File: src/rtl/multiplier_controller.sv
// ---------------------------------------------------------------------------
// multiplier_controller
//
// Sequencer for an N-bit shift/add multiplier datapath. One accepted start
// produces one INIT cycle (operand load), N SHIFT cycles (one add/shift step
// each) and a single DONE cycle during which the datapath product is valid.
// All outputs are Moore outputs decoded from the state register.
//
// Parameters
//   N         datapath width in bits and number of shift steps (N >= 1)
//
// Ports
//   clock     in   system clock, rising-edge active
//   n_reset   in   asynchronous active-low reset
//   start     in   begin one multiplication (honoured only when idle)
//   abort     in   (only with MULTIPLIER_CONTROLLER_ABORT_EN) cancel an
//                  operation in INIT or SHIFT, returning to IDLE, no done
//   ready     out  idle and able to accept start
//   busy      out  operation in progress (INIT or SHIFT)
//   do_init   out  datapath operand load strobe
//   do_shift  out  datapath add/shift strobe
//   done      out  one-cycle pulse, product valid
//
// Optional feature macro: MULTIPLIER_CONTROLLER_ABORT_EN
// ---------------------------------------------------------------------------
module multiplier_controller #(
  parameter int N = 4
) (
  input  logic clock,
  input  logic n_reset,
  input  logic start,
`ifdef MULTIPLIER_CONTROLLER_ABORT_EN
  input  logic abort,
`endif
  output logic ready,
  output logic busy,
  output logic do_init,
  output logic do_shift,
  output logic done
);

  // One extra count value of headroom keeps the width legal for N = 1.
  localparam int             CW   = $clog2(N + 1);
  localparam logic [CW-1:0]  LAST = CW'(N - 1);

  typedef enum logic [1:0] {
    IDLE  = 2'd0,
    INIT  = 2'd1,
    SHIFT = 2'd2,
    DONE  = 2'd3
  } state_t;

  state_t          state_q, state_d;
  logic [CW-1:0]   cnt_q, cnt_d;
  logic            abort_w;

`ifdef MULTIPLIER_CONTROLLER_ABORT_EN
  assign abort_w = abort;
`else
  assign abort_w = 1'b0;
`endif

  always_ff @(posedge clock or negedge n_reset) begin
    if (!n_reset) begin
      state_q <= IDLE;
      cnt_q   <= '0;
    end else begin
      state_q <= state_d;
      cnt_q   <= cnt_d;
    end
  end

  always_comb begin
    state_d = state_q;
    cnt_d   = cnt_q;
    unique case (state_q)
      IDLE: begin
        cnt_d = '0;
        if (start) state_d = INIT;
      end
      INIT: begin
        cnt_d = '0;
        // Abort outranks the unconditional advance.
        state_d = abort_w ? IDLE : SHIFT;
      end
      SHIFT: begin
        cnt_d = cnt_q + CW'(1);
        if (abort_w)            state_d = IDLE;
        else if (cnt_q == LAST) state_d = DONE;
      end
      DONE: begin
        // Abort is deliberately ignored here: the result is already valid.
        state_d = IDLE;
      end
      default: state_d = IDLE;
    endcase
  end

  always_comb begin
    ready    = 1'b0;
    busy     = 1'b0;
    do_init  = 1'b0;
    do_shift = 1'b0;
    done     = 1'b0;
    unique case (state_q)
      IDLE:  ready = 1'b1;
      INIT:  begin do_init  = 1'b1; busy = 1'b1; end
      SHIFT: begin do_shift = 1'b1; busy = 1'b1; end
      DONE:  done = 1'b1;
      default: ready = 1'b1;
    endcase
  end

endmodule

File: config.mk
export PLATFORM = sky130hd
export DESIGN_NAME = multiplier_controller
export DESIGN_NICKNAME = d
export VERILOG_FILES = /design/src/rtl/multiplier_controller.sv
export SDC_FILE = /design/constraint.sdc
export NUM_CORES = 1
export LEC_CHECK = 0
export CORE_AREA = 2 2 39 41
export DETAILED_ROUTE_END_ITERATION = 8
export DIE_AREA = 0 0 41 43
export HOLD_SLACK_MARGIN = 0.08
export PLACE_DENSITY = 0.51
export SLEW_MARGIN = 20
export SYNTH_ARGS = -nofsm -noshare
export SYNTH_HDL_FRONTEND = slang
export SYNTH_SLANG_ARGS = --single-unit
File: constraint.sdc
create_clock -name clock -period 2.3 [get_ports clock]
set_clock_uncertainty 0.15 [all_clocks]
set_input_delay 0.46 -clock clock [delete_from_list [all_inputs] [get_ports clock]]
set_output_delay 0.46 -clock clock [all_outputs]
set_load 0.005 [all_outputs]
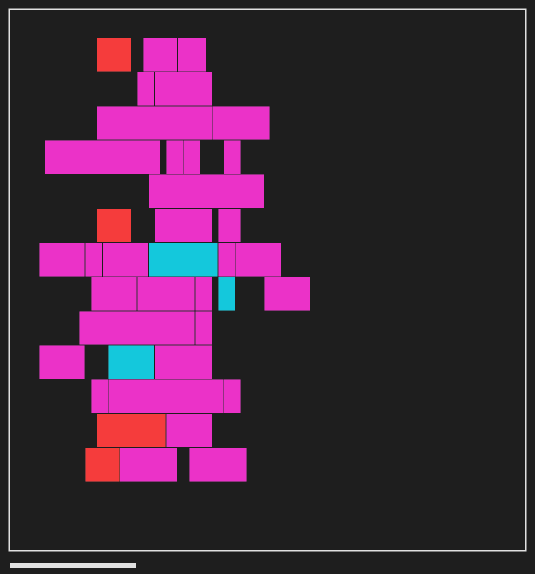
*Cells by drive strength, run 1*
The bar under the picture is 10 µm long.
| color | size | cells |
|---|---|---|
| magenta | x1 and smaller | 32 |
| red | x3 and x4 | 4 |
| cyan | x2 | 3 |

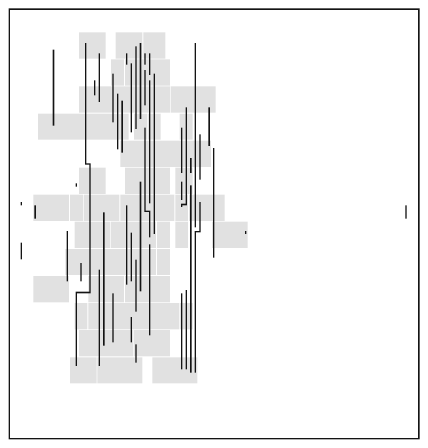
*Signal wires on met2, run 1*
Cells faint in the background.
wire length on this layer: 319 µm
share of all routed wire: 50%
longest straight run: 18.7 µm
nets with wire on the layer: 41
DR vias: 226
met2 Usage GRT: 13.8%
drt total wl: 636 µm

==> run notes, run 1 <==
run results: status finished, final reports clean, ys async rst share 100%, Final nets about 50, Init Core Util ~22%, #FFs+latches synth 5, Die W between 40 and 50 µm, CTS tree built, setup_tns 0 ns, PD cells about 1400 nW/µm², vias in the first global route about 270, syn nets 38, Critical Path Stages 3, layout cells sized above 1 17.9%, diode count 0, post-CTS resize count 0, fin util between 30% and 40%, fillers approximately 130, Period minus WS final roughly 2.2 ns, CTS sink count 5, CP max stage cell clkdlybuf4s50_1, top cells by area dfrtp_1, ha_1, nand2_1, critical path launch point type flop, Logic area 165 µm², Post-Layout Inst Area approximately 430 µm², global-route wire length before repair between 1 and 1.5 mm, Max H-tree Level 1, critical path class reg2out, DRC viols 0, Switch Pwr 0.207 mW, Max Clock Freq 460 MHz, Final Slew Violations 0, Ports 8, Worst Hold Class in2async, # Cells Yosys 28
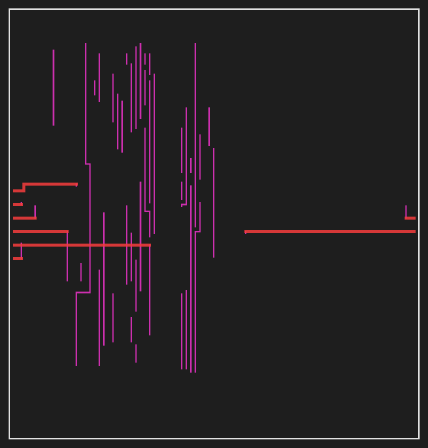
*Signal wires by layer, run 1*
Two of the layers only.
| color | layer | wire length |
|---|---|---|
| red | M3 | 46.9 µm |
| magenta | M2 | 319 µm |
GRT Overall Usage: 9.89%
Avg WL per Cell: 11.6 µm

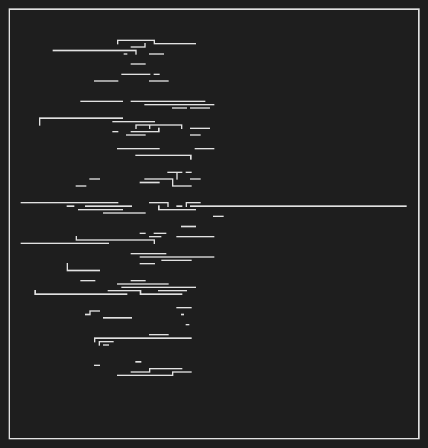
*The metal 1 layer, run 1*
nets with wire on the layer: 39
main direction: horizontal
longest straight run: 21.6 µm
wire length on this layer: 270 µm

run 1: final cells by class:
type	count	share of cell area, %
inverters	5	4.41
well taps	16	4.71
clock buffers	4	6.18
repair buffers	7	16.5
flip-flops and latches	5	29.4
multi-input cells	18	38.8
run 1: per-layer routing:
metal	share of wire, %	GRT usage (%)
met1	42	9.80
met2	50	13.8
met3	7.2	4.71
met4	0	10.0
met5	0	0
run 1: flip-flops by register name, summed over array words and instances (netlist names):
| name | cells |
|---|---|
| state_q | 2 |
| cnt_q | 3 |
run 1: power by group through the flow:
stage	registers, mW	logic (mW)	clock network (mW)
after floorplan	0.152	0.195	0
after global placement	0.155	0.335	0
after detailed placement	0.162	0.333	0
after CTS	0.160	0.338	0.107
after global routing	0.167	0.367	0.115
final	0.162	0.334	0.102
run 1: worst reg2reg max path, stage by stage (launching register included):
cell and delay, ns:
dfrtp_1 0.42, inv_1 0.09, ha_1 0.26, inv_2 0.10
a2bb2oi_2 0.18, mux2_4 0.31
run 1: kinds of logic after synthesis:
group / after synthesis / synth area share [%]
adders and majority gates: 7 / 28.3
and+or+nand+nor: 6 / 8.10
AOI/OAI and AO/OA: 4 / 12.1
buffers and inverters: 5 / 6.07
muxes: 1 / 4.86
DFF: 5 / 40.5
run 1: cell usage in the layout (no fill, tap or decap):
master,instances
a2bb2oi_2,1
clkbuf_1,1
clkbuf_4,3
clkdlybuf4s50_1,7
dfrtp_1,5
ha_1,7
inv_1,4
inv_2,1
mux2_4,1
nand2_1,5
o21ai_0,1
o22a_2,1
o31ai_1,1
or3_1,1
run 1: final timing paths:
kind                                   startpoint                     end  slack, ns
min in group clock           cnt_q[1]$_DFFE_PN0P_    cnt_q[1]$_DFFE_PN0P_       0.35
min reg2reg                  cnt_q[1]$_DFFE_PN0P_    cnt_q[1]$_DFFE_PN0P_       0.35
max in group asynchronous                 n_reset  state_q[1]$_DFFE_PN0P_       1.51
max reg2reg                state_q[0]$_DFFE_PN0P_  state_q[1]$_DFFE_PN0P_       0.67
max                        state_q[1]$_DFFE_PN0P_                    busy       0.13
min                                       n_reset    cnt_q[1]$_DFFE_PN0P_       0.29
## Run 2: what changed since run 1
--- a/config.mk
+++ b/config.mk
@@ -8,6 +8,7 @@
 export CORE_AREA = 2 2 39 41
 export DETAILED_ROUTE_END_ITERATION = 8
 export DIE_AREA = 0 0 41 43
+export GPL_TIMING_DRIVEN = 0
 export HOLD_SLACK_MARGIN = 0.08
 export PLACE_DENSITY = 0.51
 export SLEW_MARGIN = 20
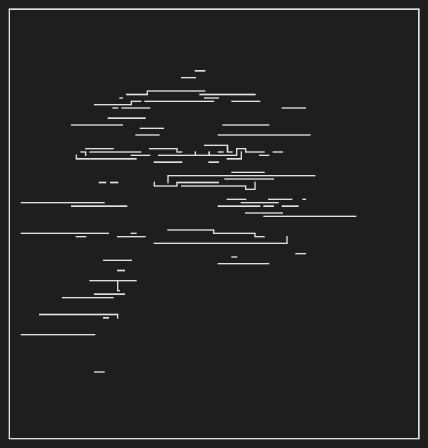
*The metal 1 layer, run 2*
wire length on this layer: 268 µm
share of all routed wire: 46%
longest straight run: 14.7 µm
nets with wire on the layer: 37
DR vias: 225
drt total wl: 589 µm
GR Util met1: 10.1%

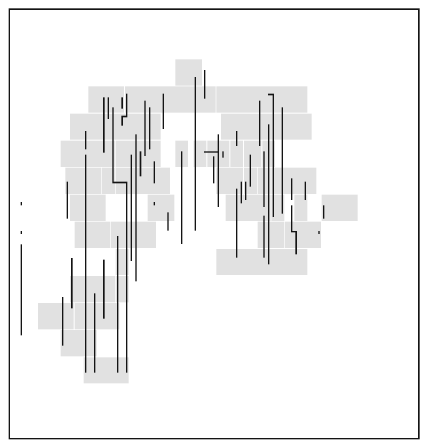
*Signal wires on met2, run 2*
Cells faint in the background.
share of all routed wire: 46%
nets with wire on the layer: 35
main direction: vertical

==> run 2 against run 1 <==
  * Cell count stayed put
  * Area after synthesis unchanged
  * Worst hold slack improved by 0.0029 ns
  * Critical path depth stayed put
  * Synthesized cell count unchanged
  * First-iteration DRC count rose to 11 times the previous value
  * Via count decreased by 0.44%
  * Core utilization did not move
  * Sequential power about the same
  * Sequential share of layout area did not move
  * Power decreased by 0.63%
  * Non-clock buffer count did not move
  * Critical endpoint unchanged
==> run notes, run 2 <==
run results: Adder-Cell Fraction of Synth Area 28.3%, Ports 8, yosys aoi share around 12%, setup_tns 0 ns, simple share 8.10%, Die W 41 µm, r2r startpoint state_q[0]$_DFFE_PN0P_, Final Slew Violations 0, biggest regs cnt_q x3, state_q x2, critical path class reg2out, Logic area between 150 and 200 µm², diode count 0, #FFs+latches synth 5, Max H-tree Level 1, PD cells 1400 nW/µm², CTS tree built, Init Core Util 22.3%, reg-to-reg critical path endpoint state_q[1]$_DFFE_PN0P_, most numerous logic cells after layout ha_1, clkdlybuf4s50_1, nand2_1, dfrtp_1, inv_1, Main logic family adder cells, syn nets 38, Reg with most FFs cnt_q, Post-Layout Inst Area ~430 µm², status finished, final reports clean
## run 2: routing by layer
layer  up-vias  GRT usage (%)  routed length, µm
met3         0           4.71                 48
met1       103           10.1                268
li1        112              -                  -
met5         -              0                  0
met4         0           6.00                  0
met2        10           11.9                272
## run 2: how the worst max path moves through the flow
| stage | from | end | slack, ns | cells after the start |
|---|---|---|---|---|
| after detailed placement | state_q[0]$_DFFE_PN0P_ | busy | 0.37 | 3 |
| after global placement | state_q[0]$_DFFE_PN0P_ | do_shift | 0.39 | 3 |
| after global routing | state_q[0]$_DFFE_PN0P_ | busy | 0.003 | 3 |
| after CTS | state_q[0]$_DFFE_PN0P_ | busy | 0.09 | 3 |
| final | state_q[0]$_DFFE_PN0P_ | busy | 0.12 | 3 |
| after floorplan | state_q[0]$_DFFE_PN0P_ | state_q[1]$_DFFE_PN0P_ | 0.79 | 5 |
## run 2: power by group
part	switching (mW)	total (mW)	internal [mW]
Combinational	0.130	0.330	0.200
Sequential	0.0368	0.161	0.125
Clock	0.0366	0.102	0.0656
Total	0.203	0.594	0.390
## run 2: critical path, stage by stage, from the launching register on
cell and delay, ns:
dfrtp_1 0.42, inv_1 0.09, ha_1 0.31, clkdlybuf4s50_1 0.50
## run 2: kinds of logic (layout without fill, tap and decap cells)
group / Yosys count / after routing
simple gates: 6 / 6
mux: 1 / 1
compound gates: 4 / 4
flops: 5 / 5
fa+ha+maj: 7 / 7
buf+inv: 5 / 16
## run 2: per-stage QoR
step | total power [mW] | std cells
3_5_place_dp | 0.498 | 51
6_report | 0.594 | 55
4_1_cts | 0.608 | 55
3_3_place_gp | 0.486 | 51
5_1_grt | 0.654 | 55
2_1_floorplan | 0.347 | 28
## run 2: layout make-up
| class | instances | share of cell area [%] |
|---|---|---|
| tap | 16 | 4.71 |
| multi-input combinational | 18 | 38.8 |
| sequential | 5 | 29.4 |
| inverter | 5 | 4.41 |
| timing repair buffer | 7 | 16.5 |
| clock buffer | 4 | 6.18 |
## Run 3: what changed since run 2
--- a/config.mk
+++ b/config.mk
@@ -5,6 +5,7 @@
 export SDC_FILE = /design/constraint.sdc
 export NUM_CORES = 1
 export LEC_CHECK = 0
+export CAP_MARGIN = 40
 export CORE_AREA = 2 2 39 41
 export DETAILED_ROUTE_END_ITERATION = 8
 export DIE_AREA = 0 0 41 43
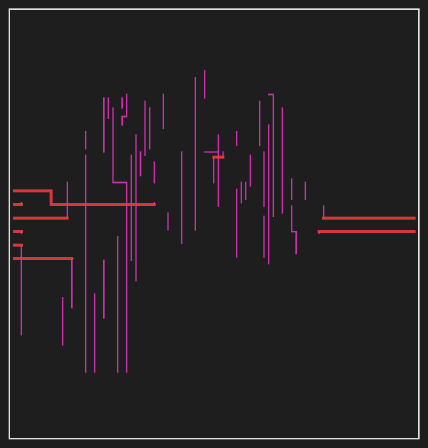
*Signal wires by layer, run 3*
Two of the layers only.
| color | layer | wire length |
|---|---|---|
| magenta | M2 | 273 µm |
| red | M3 | 48.1 µm |
GRT Overall Usage: 8.77%
Avg WL per Cell: 10.7 µm

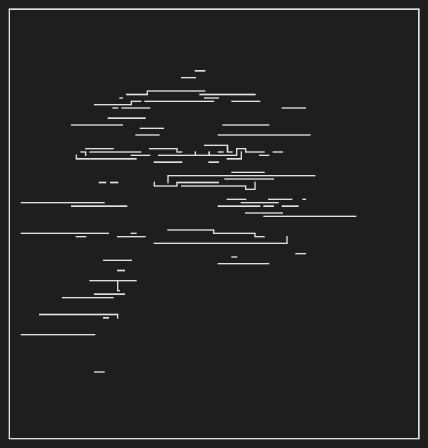
*The metal 1 layer, run 3*
wire length on this layer: 268 µm
share of all routed wire: 46%
main direction: horizontal
nets with wire on the layer: 37
longest straight run: 14.7 µm

==> run 3 against run 2 <==
  * Setup slack stayed put
  * Critical endpoint unchanged
  * Synthesized cell count unchanged
  * Sequential power about the same
  * Via count is the same
  * Largest cell class unchanged
  * Highest routed layer unchanged
  * Power unchanged
  * Critical path type unchanged
  * Combinational power about the same
  * Worst hold slack unchanged
  * Global-route usage did not move
==> run notes, run 3 <==
run results: biggest regs cnt_q x3, state_q x2, Adder-Cell Fraction of Synth Area 28.3%, global-route wire length before repair 952 µm, post-CTS resize count 0, status finished, final reports clean, max reg flops 3, CTS tree built, critical path launch point type flop, crit path launch state_q[0]$_DFFE_PN0P_, vias in the first global route 218, Worst R2R Setup Slack roughly 0.66 ns, Final Slew Violations 0, r2r startpoint state_q[0]$_DFFE_PN0P_, XOR-XNOR Cells, Area Fraction 0%, Worst Hold Class in2async, ys async rst share 100%, Reg with most FFs cnt_q, top cells by area dfrtp_1, ha_1, nand2_1, Cells after DPL just over 50, Switch Pwr slightly above 0.2 mW, layout cells sized above 1 between 10% and 20%, Ports 8, PD cells 1400 nW/µm², Die W between 40 and 50 µm, cell internal pwr just under 0.4 mW, crit path to busy, Post-Layout Cell Count 55, #FFs+latches synth 5, part of the power in registers 27.2%, Final nets around 50, Worst VDD drop between 0.0005 and 0.0006 V, Max H-tree Level 1, drt total wl between 500 and 600 µm, setup_tns 0 ns, MUX share of area under 10%, CTS sink count 5, Clock Power Share about 17%, Period minus WS final ~2.2 ns, fillers 138, diode count 0, yosys aoi share about an eighth
## run 3: layer usage
layer	part of all wire (%)	up-vias	GRT usage [%]	routed length, µm
met5	0	-	0	0
met4	0	0	6.00	0
met3	8.1	0	4.71	48
met2	46	10	11.9	272
met1	46	103	10.1	268
li1	-	112	-	-
## run 3: how the worst min path moves through the flow
stage	to	slack, ns	start
after global placement	cnt_q[2]$_DFFE_PN0P_	0.31	cnt_q[2]$_DFFE_PN0P_
after detailed placement	cnt_q[2]$_DFFE_PN0P_	0.33	cnt_q[2]$_DFFE_PN0P_
after floorplan	cnt_q[0]$_DFFE_PN0P_	0.01	n_reset
after global routing	state_q[1]$_DFFE_PN0P_	0.30	n_reset
after CTS	cnt_q[2]$_DFFE_PN0P_	0.29	n_reset
final	cnt_q[2]$_DFFE_PN0P_	0.30	n_reset
## run 3: critical path, cell delays in order, from the launching register on
cell and delay (ns):
dfrtp_1 0.42, inv_1 0.09, ha_1 0.31, clkdlybuf4s50_1 0.50
## run 3: area by class of cell
cell class / count / area, µm² / area share, %
multi-input combinational: 18 / 165 / 38.8
sequential: 5 / 125 / 29.4
timing repair buffer: 7 / 70.1 / 16.5
clock buffer: 4 / 26.3 / 6.18
inverter: 5 / 18.8 / 4.41
tap: 16 / 20.0 / 4.71
## run 3: logic make-up (layout without fill, tap and decap cells)
family / count (synthesis) / after routing
and+or+nand+nor: 6 / 6
adders and majority gates: 7 / 7
AOI/OAI and AO/OA: 4 / 4
DFF: 5 / 5
muxes: 1 / 1
buffers and inverters: 5 / 16
## run 3: power groups by stage
| stage | clock [mW] | combinational (mW) | sequential [mW] |
|---|---|---|---|
| 2_1_floorplan | 0 | 0.195 | 0.152 |
| 3_3_place_gp | 0 | 0.326 | 0.160 |
| 4_1_cts | 0.107 | 0.339 | 0.162 |
| 6_report | 0.102 | 0.330 | 0.161 |
| 3_5_place_dp | 0 | 0.335 | 0.162 |
| 5_1_grt | 0.114 | 0.373 | 0.168 |
## run 3: through the flow
stage          cell area [µm²]  power (mW)  hold WS (ns)
2_1_floorplan              309       0.347        0.0144
3_3_place_gp               399       0.486         0.310
3_5_place_dp               399       0.498         0.332
4_1_cts                    425       0.608         0.292
5_1_grt                    425       0.654         0.304
6_report                   425       0.594         0.295
No activity file was given, so power comes from the tool's default toggle rates.
